Fig. 1: run 1, I/O nets highlighted
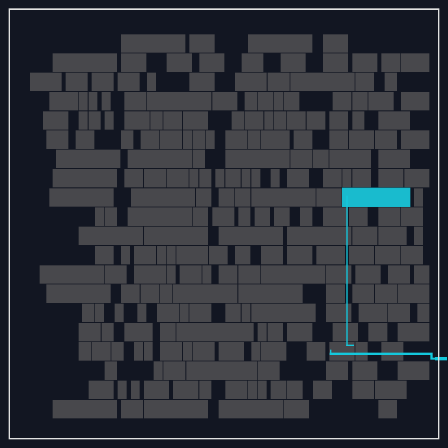
Fig. 2: run 1, cells coloured by class
Fill, decap, tap and diode cells in grey.
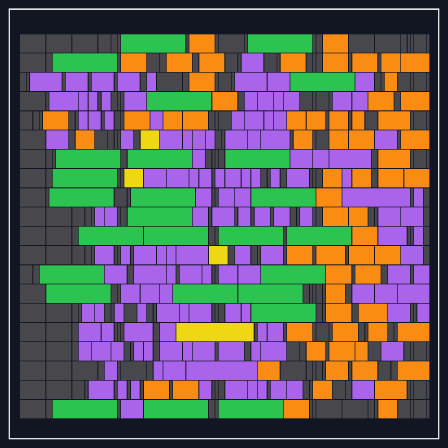
Fig. 3: run 1, cell placement
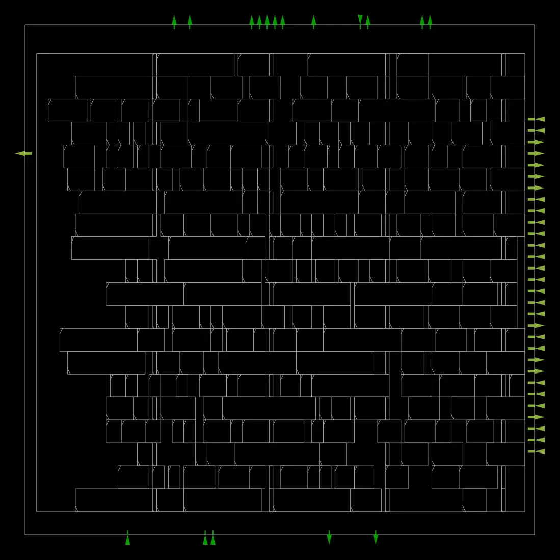
Fig. 4: run 1, signal wires on met3
The bar under the picture is 20 µm long.
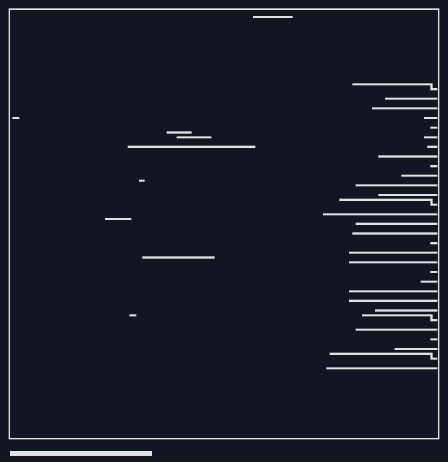
Design ex_hazard_ctrl, sky130hd; sources not shown.
==> impl_metrics.tcl, run 1 <==
# place-and-route summary
set metrics [dict create \
    insertion_delay_ns 0.32 \
    path_clk_slew_ns 0.15 \
    crit_top_cell "buf_6" \
    vdd_drop_max_uv 405 \
    die_w_um 60.5 \
    final_layout_size_suffix_gt1_share_pct 19.0 \
    total_power_w 0.00136 \
    max_freq_mhz 396 \
    ys_area_um2 1610 \
    arrival_ns 1.99 \
    startpoint_type "input port" \
    antenna_found_initial 0 \
    top_area_cell "dfrtp_1" \
    ys.flop_type "dfrtp_1" \
    worst-slew-pin-transition_ns 0.555 \
    synth_seq_share_pct 40.5 \
    drc 0 \
    synth-edff-count 0 \
    synth_flops 26 \
    htree_num_levels 1 \
    antenna_cells 0 \
    fin_crit_sh_pct 93.6 \
    yosysCellCount 166 \
    min_period_ns 2.53 \
    first_global_vias 1475 \
    crit_chain "buf_6 -> or4_4 -> o2111ai_4 -> inv_2 -> a21oi_4 -> or2b_1 -> buf_6" \
    drt-initial-drc-count 22 \
    fin_skew_ns 0.0104 \
    die-area_um2 3660 \
    fp_util_pct 51.0 \
    grt_max_degree 27 \
    slowest_stage "or4_4" \
    die_h_um 60.5 \
    place_area_um2 2210 \
    cts_hold_buf 0 \
    slew_headroom_pct 63.0 \
    syn_to_final_growth_pct 44.0 \
    critical_path_class "in -> out" \
    synthCells 166 \
    avgSynthCellArea_um2 9.69 \
    dr.pass1.iters 4 \
    async_reset_ff_share_pct 100 \
    holdCritPathClass "reg -> reg" \
    tool_warnings 29 \
    slew_viol_final 0 \
    layout.nets 261 \
    hpwl_mm 3.02 \
    r2r_slack_ns 0.60 \
    end_kind "output port" \
    reg2reg_depth 6 \
    grtUsageTotal_pct 23.2 \
    p_leak_nw 1.05 \
    ctsRootBufferMaster "clkbuf_4" \
    wire_per_inst_um 14.3 \
    status "finished, final reports clean" \
    synth.distinct_cells 47 \
    viasPerCell 5.30 \
    power_density_nw_per_um2 587 \
    largest_reg_flops 16 \
    gr-total-overflow 0 \
    worstPathMaxFanout 3 \
    cts_buffer_depth 2 \
    cts_tree "yes" \
    yosys_warnings 6 \
    topCellsByArea "dfrtp_1, xnor2_1, xor2_1, nand2_1, nor2_1" \
    hold_depth 1 \
    ant_nets 0 \
    finalInstanceArea_um2 2320 \
    final-hold-violation-count 0 \
    grt_setup_unrepaired "true" \
    slowest_delay_ns 0.53 \
    gp_congestion 0.818 \
    cts_sinks 26 \
    setup_violations 0 \
    cp.required_ns 2.16 \
    syn-cell-area_um2 1610 \
    cap_violations 0 \
    numCtsBuffers 3 \
    grt_pass1_wl_mm 6.33 \
    synth_top_area_share_pct 40.5 \
]
About Fig. 1:
[cyan] `ex_regwrite` | direction: input | end cells: 1 | buffers: 1 | wire: 38.1 µm
I/O Buffers: 47
Ports: 48

About Fig. 2:
[orange] other buffers and delay cells | cells: 64
[yellow] clock drivers and dummy loads | cells: 4
[green] flip-flops | cells: 26
[purple] all other logic | cells: 138
final core occ: 73.5%
fraction of area in registers: 28.1%

About Fig. 3:
post-route insts no fill: 276
Well Taps: 44
floorplan row count: 20
registers: 26
area of the core: 3150 µm²

About Fig. 4:
wire length on this layer: 286 µm
share of all routed wire: 7.2%
main direction: horizontal
Total Wirelength: 3.96 mm
M3 GR Usage: 5.12%
via count: 1464

-- run 1: kinds of logic after synthesis --
logic type | Yosys count | synth area share, %
AND-OR/OR-AND | 26 | 14.4
XOR/XNOR | 26 | 14.2
adder cells (fa/ha/maj) | 3 | 2.33
buffers and inverters | 13 | 3.97
flip-flops | 26 | 40.5
multiplexers | 3 | 2.02
other | 2 | 0.467
AND/OR/NAND/NOR | 67 | 22.2
-- run 1: what timing repair did --
item                                   4_1_cts  5_1_grt
setup buffers                                1        3
pin swaps                                    5       14
endpoints found under the hold margin        0        0
setup endpoints to repair                    4        3
resized                                     37        8
-- run 1: metrics by stage --
stage	hold WS, ns	TNS, ns	setup slack [ns]	std cells
3_3_place_gp	0.450	-1.57	-0.543	268
4_1_cts	0.508	0	0.128	273
2_1_floorplan	0.244	0	0.157	169
6_report	0.512	0	0.172	276
5_1_grt	0.525	0	0.104	276
3_5_place_dp	0.488	-1.71	-0.572	268
-- run 1: layout make-up --
| class | count | area, µm² |
|---|---|---|
| Sequential cell | 26 | 651 |
| Timing Repair Buffer | 64 | 602 |
| Clock inverter | 1 | 30.0 |
| Fill cell | 240 | 837 |
| Multi-Input combinational cell | 130 | 926 |
| Clock buffer | 3 | 22.5 |
| Inverter | 8 | 30.0 |
| Tap cell | 44 | 55.1 |
-- run 1: where the power goes --
part | switching [W] | internal, W | total, W
clock network | 0.000116 | 0.000150 | 0.000266
logic | 0.000239 | 0.000268 | 0.000507
registers | 0.000108 | 0.000478 | 0.000586
-- run 1: metal layers --
layer | up-vias | global-route usage, % | routed length [µm] | share of wire [%]
met1 | 704 | 26.1 | 1590 | 40
met2 | 41 | 44.3 | 2040 | 52
met3 | 6 | 5.12 | 285 | 7.2
met5 | - | 0 | 0 | 0
li1 | 713 | - | - | -
met4 | 0 | 5.84 | 42 | 1.1
-- run 1: Yosys cell counts (3+ instances only) --
library cell  count
xor2_1           13
nand3_1           8
a221oi_1          3
nand2b_1          3
inv_1             7
nand4_1           4
nor3_1            7
dfrtp_1          26
nor4_1            6
a21oi_1           4
nand2_1          14
nor2_1           12
ha_1              3
xnor2_1          13
o22a_1            3
-- run 1: worst max-delay path, delay by kind of cell --
| family | cells | cell delay (ns) |
|---|---|---|
| buffers and inverters | 3 | 0.29 |
| AOI/OAI and AO/OA | 2 | 0.37 |
| and+or+nand+nor | 2 | 0.78 |
-- run 1: placed cells by master, fill, tap and decap left out, types with 6 or more instances in the layout --
cell and count:
nor2_1 12, nor4_1 6, clkdlybuf4s50_1 33, nor3_1 7
nand3_1 8, xnor2_1 13, inv_1 7, xor2_1 13
buf_4 16, dfrtp_1 26, nand2_1 14
==> inputs of run 2 (changes only) <==
- MAX_ROUTING_LAYER: unset -> met4
Fig. 5: run 2, cells coloured by class
Fill, decap, tap and diode cells in grey.
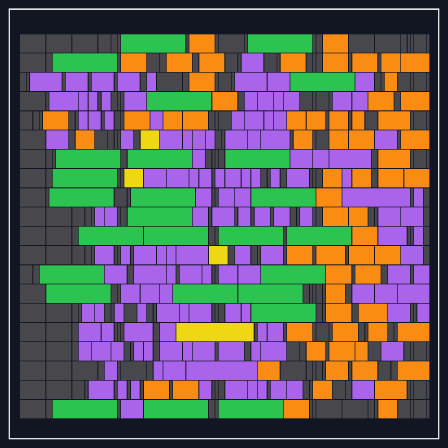
[yellow] clock drivers and dummy loads | cells: 4
[green] flip-flops | cells: 26
[purple] all other logic | cells: 138
[orange] other buffers and delay cells | cells: 64
Design Area, Final: 2320 µm²

Fig. 6: run 2, cell placement
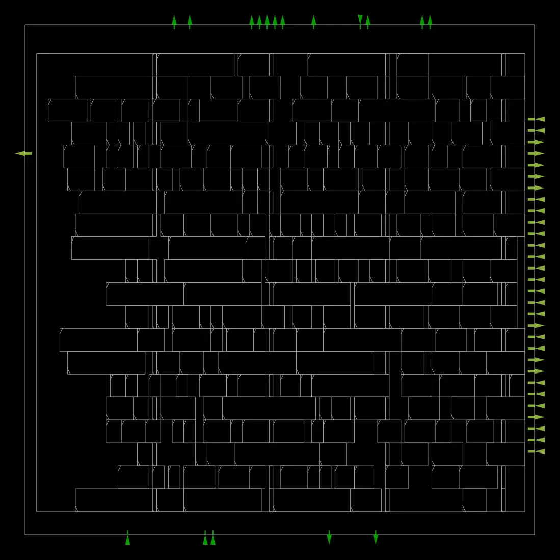
Fillers: 240

Fig. 7: run 2, signal wires on met3
The bar under the picture is 20 µm long.
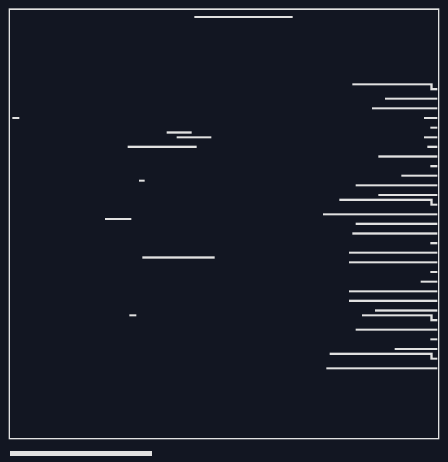
longest straight run: 15.9 µm
main direction: horizontal
wire length on this layer: 286 µm
share of all routed wire: 7.2%

==> run 2 against run 1 <==
Compared with the run above: synthesized cell count is the same; combinational power is essentially flat; sequential cell count is the same; via count is the same; die area is the same; total power is essentially flat; non-clock buffer count is the same; maximum frequency is the same; sequential share of layout area is the same; critical path depth is the same; clock skew is essentially flat.
==> impl_metrics.tcl, run 2 <==
# place-and-route summary
set metrics [dict create \
    holdCritPathClass "reg -> reg" \
    combGateArea_um2 926 \
    avgSynthCellArea_um2 9.69 \
    gr-total-overflow 0 \
    die-area_um2 3660 \
    fin_ws_ns 0.172 \
    ys_area_um2 1610 \
    numCtsBuffers 3 \
    fin_util_pct 73.5 \
    grt_max_degree 27 \
    max_freq_mhz 396 \
    synth-edff-count 0 \
    hpwl_mm 3.02 \
    fin_crit_sh_pct 93.6 \
    final_layout_top_logic_cells "clkdlybuf4s50_1, dfrtp_1, buf_4" \
    path_clk_slew_ns 0.15 \
    total_power_w 0.00136 \
    grtUsageTotal_pct 24.0 \
    regArea_um2 651 \
    yosysMostFrequentCell "dfrtp_1" \
    worst-slew-pin-transition_ns 0.555 \
    slew_viol_final 0 \
    cp.required_ns 2.16 \
    ys.flop_type "dfrtp_1" \
    ctsRootBufferMaster "clkbuf_4" \
    synthCells 166 \
    synth_top_area_share_pct 40.5 \
    critical_path_class "in -> out" \
    vdd_drop_max_uv 405 \
    async_reset_ff_share_pct 100 \
    syn_to_final_growth_pct 44.0 \
    synth_seq_share_pct 40.5 \
    gp_congestion 0.831 \
    status "finished, final reports clean" \
    fin_skew_ns 0.0104 \
    final_layout_size_suffix_gt1_share_pct 19.0 \
    grt_pass1_wl_mm 6.33 \
    htree_num_levels 1 \
    first_global_vias 1475 \
    cts_tree "yes" \
    yosysCellCount 166 \
    fp_util_pct 51.0 \
    top_area_cell "dfrtp_1" \
    r2r_slack_ns 0.60 \
    antenna_found_initial 0 \
    crit_chain "buf_6 -> or4_4 -> o2111ai_4 -> inv_2 -> a21oi_4 -> or2b_1 -> buf_6" \
    slowest_stage "or4_4" \
    drc 0 \
    arrival_ns 1.99 \
    drt-initial-drc-count 22 \
    port_buffers 47 \
    cp.depth 7 \
    critPathTopFamily "simple AND/OR/NAND/NOR gates" \
    syn-cell-area_um2 1610 \
    rows 20 \
    tool_warnings 29 \
    largest_reg_flops 16 \
    cts_sinks 26 \
    slowest_delay_ns 0.53 \
    min_period_ns 2.53 \
    wire_per_inst_um 14.3 \
    reg2reg_depth 6 \
    synth_flops 26 \
    critPathBufInv 3 \
    insertion_delay_ns 0.32 \
    dp_slack_ns -0.572 \
    slew_headroom_pct 63.0 \
    routed_wl_mm 3.96 \
    yosys_warnings 6 \
    antenna_cells 0 \
    cts_buffer_depth 2 \
]
-- run 2: cell counts after synthesis --
Identical to the previous run, type by type.
-- run 2: kinds of logic (layout without fill, tap and decap cells) --
logic type / after synthesis / count (layout) / synth area share (%)
muxes: 3 / 3 / 2.02
and+or+nand+nor: 67 / 67 / 22.2
adders and majority gates: 3 / 3 / 2.33
xor gates and xnor gates: 26 / 26 / 14.2
buffers and inverters: 13 / 76 / 3.97
DFF: 26 / 26 / 40.5
other: 2 / 5 / 0.467
AOI/OAI and AO/OA: 26 / 26 / 14.4
-- run 2: power breakdown --
group	switching [W]	leakage, nW	internal, W	total, W
Sequential	0.000108	0.330	0.000478	0.000586
Clock	0.000116	0.0279	0.000150	0.000266
Combinational	0.000239	0.689	0.000268	0.000507
Total	0.000464	1.05	0.000896	0.00136
-- run 2: cell type report --
| class | count | area share [%] |
|---|---|---|
| clock buffer | 3 | 0.972 |
| clock inverter | 1 | 1.30 |
| inverter | 8 | 1.30 |
| multi-input combinational | 130 | 40.0 |
| sequential | 26 | 28.1 |
| tap | 44 | 2.38 |
| timing repair buffer | 64 | 26.0 |
-- run 2: routing by layer --
metal / part of all wire (%) / track usage (%) / up-vias
met5: 0 / - / -
met4: 1.1 / 5.84 / 0
met3: 7.2 / 5.12 / 6
met2: 52 / 44.3 / 41
met1: 40 / 26.1 / 704
li1: - / - / 713
-- run 2: what timing repair did --
| item | in CTS | in global routing |
|---|---|---|
| endpoints found under the setup margin | 4 | 3 |
| buffers inserted | 1 | 3 |
| pin swaps | 5 | 14 |
| gates cloned | 0 | 0 |
| gates resized | 37 | 8 |
| hold buffers | 0 | 0 |
-- run 2: worst reg2reg max path, delay by kind of cell (launching register included) --
family,cells,cell delay (ns)
fa+ha+maj,1,0.24
xor+xnor,1,0.17
flops,1,0.45
simple gates,4,1.16
-- run 2: per-stage QoR --
step                cells  TNS, ns  area, µm²  hold slack (ns)
finish                276        0       2320            0.512
global route          276        0       2320            0.525
CTS                   273        0       2280            0.508
detailed placement    268    -1.71       2210            0.488
global placement      268    -1.57       2210            0.450
floorplan             169        0       1620            0.244
Power is estimated from default activity; no workload was simulated.
